**config.mk**
```make
export PLATFORM = sky130hd
export DESIGN_NAME = tone_key_gate_flat
export DESIGN_NICKNAME = d
export VERILOG_FILES = /design/src/rtl/tone_key_gate_if.sv /design/src/rtl/tone_key_gate.sv /design/src/flat_wrapper.sv
export SDC_FILE = /design/constraint.sdc
export NUM_CORES = 1
export LEC_CHECK = 0
export ABC_AREA = 1
export CAP_MARGIN = 20
export CORE_MARGIN = 2
export CORE_UTILIZATION = 45
export CTS_BUF_LIST = sky130_fd_sc_hd__clkbuf_16
export DETAILED_ROUTE_END_ITERATION = 10
export PLACE_DENSITY_LB_ADDON = 0.3
export SLEW_MARGIN = 20
export SYNTH_ARGS = -nofsm -noshare
export SYNTH_HDL_FRONTEND = slang
export SYNTH_SLANG_ARGS = --single-unit
```
**constraint.sdc**
```tcl
create_clock -name clk -period 11.7 [get_ports clk]
set_input_delay 2.34 -clock clk [delete_from_list [all_inputs] [get_ports clk]]
set_output_delay 2.34 -clock clk [all_outputs]
set_load 0.01 [all_outputs]
```
**src/rtl/tone_key_gate_if.sv**
```systemverilog
// Key/tone/speaker signal bundle for tone_key_gate.
// The master side drives buttons and tones, and the slave side is the gate.
interface tone_key_gate_if #(
    parameter int NUM_KEYS = 12
);
    localparam int KW = (NUM_KEYS > 1) ? $clog2(NUM_KEYS) : 1;

    logic [NUM_KEYS-1:0] key_n;
    logic [NUM_KEYS-1:0] tone_in;
    logic [NUM_KEYS-1:0] key_valid;
    logic [KW-1:0]       active_key;
    logic                note_on;
    logic                audio_out;

    modport master (
        output key_n, tone_in,
        input  key_valid, active_key, note_on, audio_out
    );

    modport slave (
        input  key_n, tone_in,
        output key_valid, active_key, note_on, audio_out
    );
endinterface

```
**src/rtl/tone_key_gate.sv**
```systemverilog
// Debounced last-pressed-wins key selector gating one tone to the speaker.
// Define TONE_ENVELOPE_EN for the PWM decay envelope and the RELEASE state.
module tone_key_gate #(
    parameter int NUM_KEYS          = 12,
    parameter int DEBOUNCE_CYCLES   = 500000,
    parameter int PWM_BITS          = 8,
    parameter int DECAY_STEP_CYCLES = 195312,
    parameter int SUSTAIN           = 128
) (
    input logic            clk,
    input logic            reset,
    tone_key_gate_if.slave bus
);
    localparam int KW = (NUM_KEYS > 1) ? $clog2(NUM_KEYS) : 1;
    localparam int CW = $clog2(DEBOUNCE_CYCLES + 1);

    if (SUSTAIN >= (2 ** PWM_BITS) || DECAY_STEP_CYCLES < 1
        || DEBOUNCE_CYCLES < 1) begin : g_bad_params
        $error("tone_key_gate: illegal parameter set");
    end

`ifdef TONE_ENVELOPE_EN
    typedef enum logic [1:0] {IDLE, PLAY, RELEASE} state_t;
`else
    typedef enum logic {IDLE, PLAY} state_t;
`endif

    logic [NUM_KEYS-1:0] sync1, sync2;
    logic [NUM_KEYS-1:0] kv, kv_d;
    logic [NUM_KEYS-1:0] press, rel;
    logic [CW-1:0]       cnt [NUM_KEYS];
    state_t              state, state_nx;
    logic [KW-1:0]       act, act_nx;
    logic                gate;
    logic                audio;

    function automatic logic [KW-1:0] lowest(input logic [NUM_KEYS-1:0] v);
        lowest = '0;
        for (int i = NUM_KEYS - 1; i >= 0; i--)
            if (v[i]) lowest = KW'(i);
    endfunction

    // Synchronizer stores the inverted level so reset means "released".
    always_ff @(posedge clk or posedge reset) begin
        if (reset) begin
            sync1 <= '0;
            sync2 <= '0;
        end else begin
            sync1 <= ~bus.key_n;
            sync2 <= sync1;
        end
    end

    always_ff @(posedge clk or posedge reset) begin
        if (reset) begin
            kv <= '0;
            for (int i = 0; i < NUM_KEYS; i++)
                cnt[i] <= '0;
        end else begin
            for (int i = 0; i < NUM_KEYS; i++) begin
                if (sync2[i] == kv[i]) begin
                    cnt[i] <= '0;
                end else if (cnt[i] == CW'(DEBOUNCE_CYCLES - 1)) begin
                    kv[i]  <= ~kv[i];
                    cnt[i] <= '0;
                end else begin
                    cnt[i] <= cnt[i] + 1'b1;
                end
            end
        end
    end

    assign press = kv & ~kv_d;
    assign rel   = ~kv & kv_d;

`ifdef TONE_ENVELOPE_EN
    localparam int SW = $clog2(DECAY_STEP_CYCLES + 1);

    logic [PWM_BITS-1:0] amp, pwm_cnt, floor_v;
    logic [SW-1:0]       step;

    assign floor_v = (state == PLAY) ? PWM_BITS'(SUSTAIN) : '0;

    always_ff @(posedge clk or posedge reset) begin
        if (reset) begin
            amp     <= '0;
            step    <= '0;
            pwm_cnt <= '0;
        end else begin
            pwm_cnt <= pwm_cnt + 1'b1;
            if (|press) begin
                amp  <= '1;
                step <= '0;
            end else if (state != IDLE && amp > floor_v) begin
                if (step == SW'(DECAY_STEP_CYCLES - 1)) begin
                    amp  <= amp - 1'b1;
                    step <= '0;
                end else begin
                    step <= step + 1'b1;
                end
            end else begin
                step <= '0;
            end
        end
    end

    assign gate = (state != IDLE) && (pwm_cnt < amp);
`else
    assign gate = (state == PLAY);
`endif

    always_comb begin
        act_nx   = act;
        state_nx = state;
        if (|press)
            act_nx = lowest(press);
        else if (rel[act] && |kv)
            act_nx = lowest(kv);
        unique case (state)
            IDLE: begin
                if (|press) state_nx = PLAY;
            end
            PLAY: begin
                if (!(|press) && !(|kv))
`ifdef TONE_ENVELOPE_EN
                    state_nx = RELEASE;
`else
                    state_nx = IDLE;
`endif
            end
`ifdef TONE_ENVELOPE_EN
            RELEASE: begin
                if (|press)
                    state_nx = PLAY;
                else if (amp == '0)
                    state_nx = IDLE;
            end
`endif
            default: state_nx = IDLE;
        endcase
    end

    always_ff @(posedge clk or posedge reset) begin
        if (reset) begin
            state <= IDLE;
            act   <= '0;
            kv_d  <= '0;
            audio <= 1'b0;
        end else begin
            state <= state_nx;
            act   <= act_nx;
            kv_d  <= kv;
            audio <= bus.tone_in[act] & gate;
        end
    end

    assign bus.key_valid  = kv;
    assign bus.active_key = act;
    assign bus.note_on    = (state == PLAY);
    assign bus.audio_out  = audio;
endmodule
```
**src/flat_wrapper.sv**
```systemverilog
// flat-port wrapper written by rule: the top's interface ports become plain ports
module tone_key_gate_flat 
#(
    parameter int NUM_KEYS          = 12,
    parameter int DEBOUNCE_CYCLES   = 500000,
    parameter int PWM_BITS          = 8,
    parameter int DECAY_STEP_CYCLES = 195312,
    parameter int SUSTAIN           = 128
)
  (clk, reset, bus_key_n, bus_tone_in, bus_key_valid, bus_active_key, bus_note_on, bus_audio_out);
  tone_key_gate_if #(.NUM_KEYS(NUM_KEYS)) bus_i ();
  input logic clk;
  input logic reset;
  input wire logic [$bits(bus_i.key_n)-1:0] bus_key_n;
  input wire logic [$bits(bus_i.tone_in)-1:0] bus_tone_in;
  output wire logic [$bits(bus_i.key_valid)-1:0] bus_key_valid;
  output wire logic [$bits(bus_i.active_key)-1:0] bus_active_key;
  output wire logic [$bits(bus_i.note_on)-1:0] bus_note_on;
  output wire logic [$bits(bus_i.audio_out)-1:0] bus_audio_out;
  assign bus_i.key_n = bus_key_n;
  assign bus_i.tone_in = bus_tone_in;
  assign bus_key_valid = bus_i.key_valid;
  assign bus_active_key = bus_i.active_key;
  assign bus_note_on = bus_i.note_on;
  assign bus_audio_out = bus_i.audio_out;
  tone_key_gate #(.NUM_KEYS(NUM_KEYS), .DEBOUNCE_CYCLES(DEBOUNCE_CYCLES), .PWM_BITS(PWM_BITS), .DECAY_STEP_CYCLES(DECAY_STEP_CYCLES), .SUSTAIN(SUSTAIN)) u_core (.clk(clk), .reset(reset), .bus(bus_i));
endmodule
```
==> results.cfg, run 1 <==
; yosys + openroad results
[run_status]
status = finished, final reports clean

[worst_setup_path]
timing.rr.start = u_core.cnt[0]$_DFF_PP0_
path_cells = clkdlybuf4s50_1
max_stage_delay_ns = 0.68
start_kind = flop
critPathArrivalTime_ns = 1.90
r2r_setup_slack_ns = 9.66
critPathBufInv = 1

[sta]
slew_headroom_pct = 35.3
timing.final.max_slew_violations = 0
fmax_ghz = 0.236
setup_violations = 0
finalHoldViolations = 0
timing.final.ws_setup_ns = 7.46

[global_routing]
grt-ovfl-total = 0
antenna_found_initial = 0
grt_pass1_vias = 10300

[routing]
dr.pass1.iters = 5
remaining_drc_errors = 0
ant_nets = 0
drtIter0Drc = 720
wl_per_cell_um = 13.4

[job]
warnings = 28
maxCapViolations = 0

[pwr]
p_switching_w = 0.000443
comb_power_share_pct = 3.3
p_seq_share_pct = 49.6
p_per_area_mw_per_mm2 = 127
pwr-share-clk_pct = 47.0
leakagePower_nw = 7.07

[finish]
area_delta_synth_final_pct = 13.8
layout-drive-gt1-share_pct = 10.6

[synth]
synth.distinct_cells = 46
netlist.area_leader.share_pct = 50.7
synthFlopType = dfrtp_1
synth_cells = 1582
synth_area_mm2 = 0.0139

[placed_design]
pre_cts_ws_ns = 6.99
hpwl_mm = 19.7

[clock_network]
cts_buffers = 31
postCtsSetupBuffers = 0
cts_resized = 0
htreeDepth = 1
clock-sinks = 282

[worst_hold_path]
worstHoldStart = u_core.sync1[2]$_DFF_PP0_

[die]
rows = 64
run 1: power groups by stage:
stage | Sequential (W) | Combinational (W) | Clock (W)
after CTS | 0.00100 | 0.0000698 | 0.000975
after floorplan | 0.00102 | 0.0000455 | 0
final | 0.00100 | 0.0000674 | 0.000948
after detailed placement | 0.00102 | 0.0000694 | 0
after global routing | 0.00100 | 0.0000795 | 0.00101
after global placement | 0.00102 | 0.0000677 | 0
run 1: flip-flops by register name, indices dropped and copies added (netlist names):
register / flops
u_core.cnt: 228
u_core.bus.key_valid: 12
u_core.kv_d: 12
u_core.sync1: 12
u_core.sync2: 12
u_core.bus.active_key: 4
u_core.bus.audio_out: 1
u_core.bus.note_on: 1
run 1: Yosys cell counts (all sizes together) (2+ instances only):
cell type and number:
ha 12, a31oi 10, nand3 105, inv 238, nor3b 23, buf 8
o211ai 2, dfrtp 282, nor4 25, nor2 240, o31ai 2, xor2 63
nand2 234, nor3 70, a311oi 2, o22ai 2, and3 5, o21bai 2
o21ai 53, nand4 53, xnor2 10, mux2 10, a21oi 85, a211oi 22
o41ai 3, or2 15
run 1: routing by layer:
metal  track usage, %  routed length, um
met1             25.2              13600
met5                0                  0
met4             3.90                569
met2             27.7              12200
met3             2.80               1400
run 1: cells in the final DEF, fill, tap and decap left out, types with 9 or more instances in the layout:
| master | count |
|---|---|
| ha_1 | 12 |
| dfrtp_1 | 282 |
| nor4_1 | 21 |
| a31oi_1 | 10 |
| mux2_2 | 10 |
| clkbuf_16 | 31 |
| o21ai_0 | 50 |
| nor2_4 | 19 |
| nor3_1 | 61 |
| nor2_2 | 25 |
| a211oi_1 | 22 |
| or2_2 | 10 |
| nand4_2 | 9 |
| inv_1 | 232 |
| nand4_1 | 42 |
| nor3b_1 | 19 |
| a21oi_1 | 85 |
| clkdlybuf4s50_1 | 43 |
| xnor2_1 | 10 |
| nand2_1 | 227 |
| inv_2 | 12 |
| xor2_1 | 63 |
| nand3_2 | 16 |
| nor2_1 | 196 |
| nand3_1 | 89 |
run 1: layout make-up:
class	count	area, um2
Timing Repair Buffer	48	468
Tap cell	396	495
Clock inverter	23	200
Fill cell	2789	14700
Multi-Input combinational cell	1052	5920
Sequential cell	282	7060
Clock buffer	31	776
Inverter	239	911
run 1: kinds of logic (layout without fill, tap and decap cells):
logic type / Yosys count / in the layout / share of synthesized area [%]
XOR/XNOR: 73 / 73 / 4.60
AND-OR/OR-AND: 186 / 186 / 7.62
adder cells (fa/ha/maj): 12 / 12 / 1.08
buffers and inverters: 248 / 341 / 6.77
AND/OR/NAND/NOR: 771 / 771 / 28.4
multiplexers: 10 / 10 / 0.810
flip-flops: 282 / 282 / 50.7
run 1: stage by stage:
step / hold slack, ns / std cells / power (W) / util, % / area [um2]
detailed placement: 0.337 / 2017 / 0.00109 / 48.6 / 14800
finish: 0.348 / 2071 / 0.00202 / 51.9 / 15800
global route: 0.363 / 2071 / 0.00210 / 51.9 / 15800
CTS: 0.351 / 2071 / 0.00205 / 51.8 / 15800
floorplan: 0.331 / 1582 / 0.00106 / - / 13900
global placement: 0.331 / 2016 / 0.00108 / 48.6 / 14800
### Metal 2, run 1

(1.5 px per um)
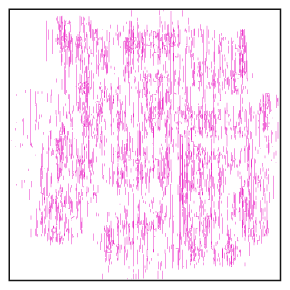
The layer holds 44% of the routed length. 1391 nets have wire on it.

### Wiring by layer, run 1

(2 px per um)
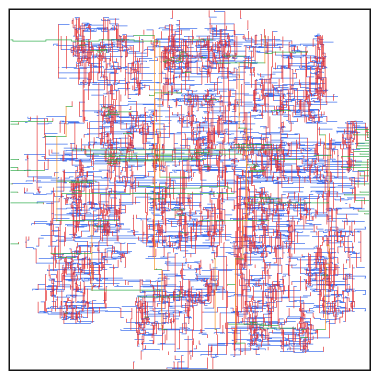
Green stands for met3, wire length 1400 um. Red stands for met2, wire length 12200 um. Blue stands for met1, wire length 13600 um. Orange stands for met4, wire length 570 um.

### Clock routing, run 1

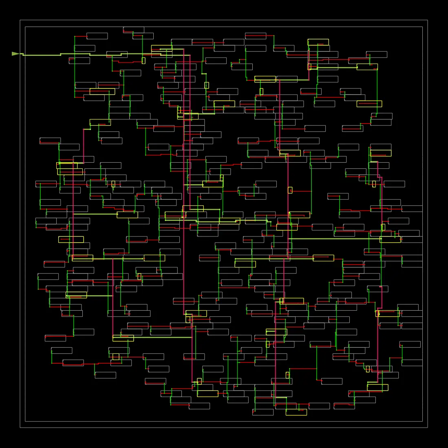
power in the clock group: 0.000948 W
clk_buf instances: 31

### The metal 3 layer, run 1

(1.5 px per um)
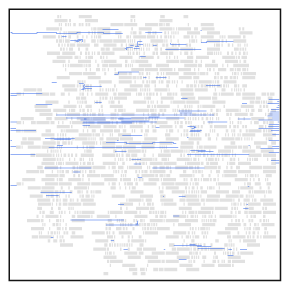
The wires run mostly horizontal. The longest straight run is 100 um. The layer holds 5.0% of the routed length. 98 nets have wire on it. The layer carries 1400 um of wire.

--- run 2 (diff from run 1) ---
==> constraint.sdc (replaced) <==
create_clock -name clk -period 3.8 [get_ports clk]
set_input_delay 0.76 -clock clk [delete_from_list [all_inputs] [get_ports clk]]
set_output_delay 0.76 -clock clk [all_outputs]
set_load 0.01 [all_outputs]
### Clock routing, run 2

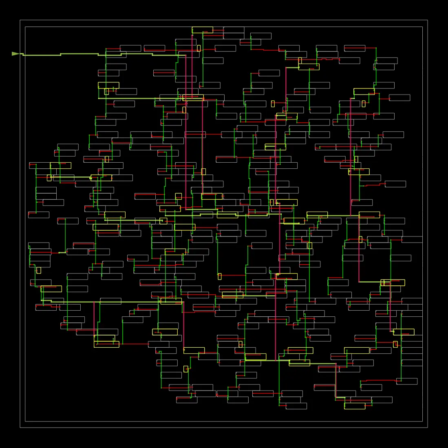
CTS Sinks: 282
power in the clock group: 0.00298 W
Layout Skew: 0.0157 ns
Skew-Pair Late Insertion Delay: 0.55 ns
Flop Count: 282

==> results.cfg, run 2 <==
; yosys + openroad results
[pwr]
p_per_area_mw_per_mm2 = 393
pwr-share-clk_pct = 47.5
p_seq_share_pct = 49.0
leakagePower_nw = 7.16
p_switching_w = 0.00135

[finish]
fin_area_mm2 = 0.0160
logic_area_mm2 = 0.00594
seq_area_mm2 = 0.00706
final_cell_mix = dfrtp_1 (282), inv_1 (228), nand2_1 (227), nor2_1 (196), nand3_1 (89)
final_common_cell = dfrtp_1
largest-register = u_core.cnt
layout-drive-gt1-share_pct = 11.1
fin_util_pct = 52.4
largest_reg_flops = 228

[global_routing]
grt-ovfl-total = 0
antenna_found_initial = 0
grt_util_met2_pct = 28.1
grt_pass1_vias = 10400
use_met3_pct = 2.37

[synth]
synthTopLogicFamily = simple AND/OR/NAND/NOR gates
netlist.area_leader.share_pct = 50.7
yosysMostFrequentCell = dfrtp_1
mux_share_pct = 0.810
synthFlopType = dfrtp_1
ys_sh_xor_pct = 4.60
synth_area_mm2 = 0.0139
synth.cellmix.adderShare_pct = 1.08
ys_sh_aoi_pct = 7.62

[routing]
drtIter0Drc = 571
dr.pass1.iters = 5
remaining_drc_errors = 0

[worst_setup_path]
critPathArrivalTime_ns = 1.70
timing.rr.start = u_core.cnt[19]$_DFF_PP0_
start_kind = flop

[run_status]
status = finished, final reports clean

[placed_design]
hpwl_mm = 19.2

[clock_network]
postCtsSetupBuffers = 0
htreeDepth = 1

[sta]
slew_headroom_pct = 47.3
fmax_ghz = 0.407
finalHoldViolations = 0

[die]
rows = 64

[job]
warnings = 27
### The metal 3 layer, run 2

(1.5 px per um)
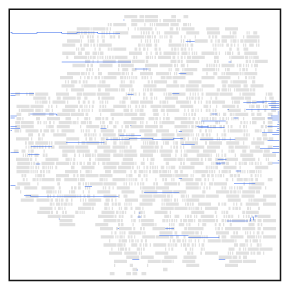
The longest straight run is 58.4 um. The wires run mostly horizontal. The layer carries 767 um of wire. The layer holds 2.9% of the routed length.

run 2: cell count changes in the layout (fill, tap and decap cells not counted), sizes merged:
cell | before | now
buf | 5 | 10
clkinv | 13 | 17
inv | 244 | 241
bufinv | 4 | 5
clkinvlp | 1 | 2
diode | 0 | 1
run 2: critical path: stages (launching register included):
cell	delay, ns
dfrtp_1	0.32
buf_4	0.20
clkdlybuf4s50_1	0.62
run 2: cell type report:
cell class / instances / share of cell area, %
Sequential cell: 282 / 44.1
Multi-Input combinational cell: 1052 / 37.1
Inverter: 239 / 5.64
Clock buffer: 31 / 4.85
Timing Repair Buffer: 53 / 3.55
Tap cell: 396 / 3.10
Clock inverter: 26 / 1.54
Antenna cell: 1 / 0.0157
run 2: final timing paths:
kind	to	slack, ns	depth (start not counted)
max in group asynchronous	u_core.cnt[13]$_DFF_PP0_	2.24	3
max reg2reg	u_core.cnt[26]$_DFF_PP0_	1.81	8
min in group asynchronous	u_core.sync1[6]$_DFF_PP0_	0.71	2
min	u_core.sync2[0]$_DFF_PP0_	0.34	0
max	bus_active_key[0]	1.34	2
min reg2reg	u_core.sync2[0]$_DFF_PP0_	0.34	0
run 2: metal layers:
layer	routed length, um	vias to the layer above	share of wire (%)
met5	0	-	0
met4	487	0	1.8
met1	13000	4954	49
met2	12300	113	46
met3	767	34	2.9
li1	-	5366	-
run 2: power by group through the flow:
stage / clock [W] / sequential [W] / combinational, W
after detailed placement: 0 / 0.00313 / 0.000226
after global routing: 0.00321 / 0.00308 / 0.000257
final: 0.00298 / 0.00308 / 0.000219
after global placement: 0 / 0.00313 / 0.000221
after CTS: 0.00308 / 0.00308 / 0.000227
after floorplan: 0 / 0.00313 / 0.000141
run 2: metrics by stage:
| step | power, W | setup slack (ns) | hold WS, ns | std cells |
|---|---|---|---|---|
| final | 0.00628 | 1.34 | 0.343 | 2080 |
| after global routing | 0.00655 | 1.26 | 0.353 | 2079 |
| after CTS | 0.00639 | 1.29 | 0.351 | 2079 |
| after detailed placement | 0.00336 | 1.57 | 0.337 | 2022 |
| after global placement | 0.00335 | 1.58 | 0.335 | 2022 |
| after floorplan | 0.00327 | -0.695 | 0.331 | 1582 |
run 2: logic make-up after synthesis:
group                      after synthesis
AOI/OAI and AO/OA                      186
buffers and inverters                  248
muxes                                   10
adders and majority gates               12
xor gates and xnor gates                73
DFF                                    282
and+or+nand+nor                        771
--- run 3 (diff from run 2) ---
==> constraint.sdc (replaced) <==
create_clock -name clk -period 2.5 [get_ports clk]
set_input_delay 0.5 -clock clk [delete_from_list [all_inputs] [get_ports clk]]
set_output_delay 0.5 -clock clk [all_outputs]
set_load 0.01 [all_outputs]
### Metal 2, run 3

(1.5 px per um)
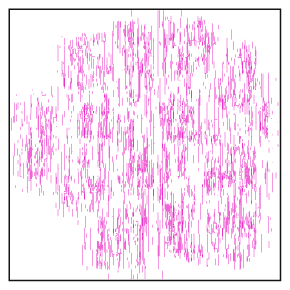
The layer holds 46% of the routed length. The longest straight run is 64.9 um. The layer carries 12600 um of wire. 1384 nets have wire on it.

==> results.cfg, run 3 <==
; yosys + openroad results
[run_status]
status = finished, final reports clean

[worst_setup_path]
timing.rr.start = u_core.cnt[19]$_DFF_PP0_
start_kind = flop
critPathArrivalTime_ns = 1.72

[finish]
fin_area_mm2 = 0.0159
final_cell_mix = dfrtp_1 (282), inv_1 (228), nand2_1 (227), nor2_1 (196), nand3_1 (89)
antenna_cells = 0
largest_reg_flops = 228
area_delta_synth_final_pct = 14.1
largest-register = u_core.cnt

[sta]
finalHoldViolations = 0
timing.final.max_slew_violations = 0
timing.final.ws_setup_ns = 0.284
setup_violations = 0
slew_headroom_pct = 57.1
fmax_ghz = 0.451

[placed_design]
pre_cts_ws_ns = 0.500
place_area_mm2 = 0.0149
hpwl_mm = 19.5

[routing]
wl_per_cell_um = 13.1
ant_nets = 0
dr.pass1.iters = 7
drtIter0Drc = 653
remaining_drc_errors = 0

[pwr]
p_per_area_mw_per_mm2 = 582
comb_power_share_pct = 3.5
p_seq_share_pct = 50.7
p_switching_w = 0.00213
leakagePower_nw = 7.06
pwr-share-clk_pct = 45.8

[synth]
ys_sh_xor_pct = 4.60
synth_cells = 1582
netlist.area_leader.share_pct = 50.7
yosys.area_share.simple_pct = 28.4
synth.distinct_cells = 46
common_cells = dfrtp_1 (282), nand2_1 (227), inv_1 (226)
synth_area_mm2 = 0.0139
synth.cellmix.adderShare_pct = 1.08
synthTopLogicFamily = simple AND/OR/NAND/NOR gates
yosysMostFrequentCell = dfrtp_1
synthFlopType = dfrtp_1

[global_routing]
grt-ovfl-total = 0
antenna_found_initial = 0

[die]
rows = 64

[clock_network]
cts_resized = 0

[job]
warnings = 27
### Clock routing, run 3

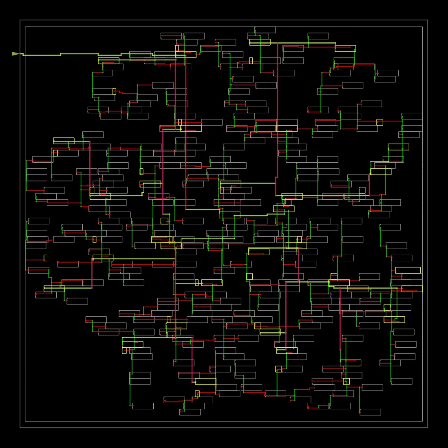
Skew-Pair Late Insertion Delay: 0.56 ns
cts bufs inserted: 31
power in the clock group: 0.00423 W
Layout Skew: 0.0153 ns

run 3: netlist changes by cell type in the layout (fill, tap and decap cells not counted), sizes merged:
cell / previous run / this run
clkinvlp: 2 / 10
bufinv: 5 / 1
clkinv: 17 / 14
buf: 10 / 11
diode: 1 / 0
run 3: worst paths after layout:
kind	to	slack, ns	depth (start not counted)
hold reg to reg	u_core.sync2[2]$_DFF_PP0_	0.35	0
min in group clk	u_core.sync2[2]$_DFF_PP0_	0.35	0
hold / removal	u_core.sync1[6]$_DFF_PP0_	0.31	2
setup / recovery	bus_active_key[0]	0.28	2
max in group asynchronous	u_core.cnt[21]$_DFF_PP0_	1.44	3
setup reg to reg	u_core.cnt[26]$_DFF_PP0_	0.48	8
run 3: critical path: stages, from the launching register on:
cell and delay, ns:
dfrtp_1 0.34, buf_4 0.22, clkdlybuf4s50_1 0.60
run 3: layout make-up:
cell class / count / area, um2
fill: 2793 / 14600
sequential: 282 / 7060
multi-input combinational: 1052 / 5920
inverter: 239 / 902
clock buffer: 31 / 776
timing repair buffer: 54 / 551
tap: 396 / 495
clock inverter: 27 / 174
run 3: power by group through the flow:
stage	combinational (W)	sequential (W)	clock (W)
after detailed placement	0.000338	0.00476	0
final	0.000327	0.00468	0.00423
after global routing	0.000381	0.00469	0.00454
after global placement	0.000333	0.00476	0
after floorplan	0.000214	0.00475	0
after CTS	0.000339	0.00468	0.00436
run 3: logic make-up (layout without fill, tap and decap cells):
logic type	count (synthesis)	after routing
and+or+nand+nor	771	771
DFF	282	282
buffers and inverters	248	351
AOI/OAI and AO/OA	186	186
xor gates and xnor gates	73	73
adders and majority gates	12	12
muxes	10	10
run 3: layer usage:
layer	vias to the layer above	GRT usage, %	part of all wire, %
li1	5367	-	-
met1	4997	23.6	48
met2	186	28.2	46
met3	42	3.24	4.3
met4	0	4.10	1.8
met5	-	0	0
run 3: through the flow:
step | total power (W) | TNS [ns] | hold slack, ns | std cells | utilization [%]
3_5_place_dp | 0.00510 | 0 | 0.335 | 2023 | 48.9
5_1_grt | 0.00961 | 0 | 0.321 | 2081 | 52.0
4_1_cts | 0.00937 | 0 | 0.296 | 2081 | 52.0
2_1_floorplan | 0.00497 | -489.35 | 0.331 | 1582 | -
3_3_place_gp | 0.00509 | 0 | 0.333 | 2023 | 48.9
6_report | 0.00924 | 0 | 0.309 | 2081 | 52.0
Power and IR drop assume default switching activity.
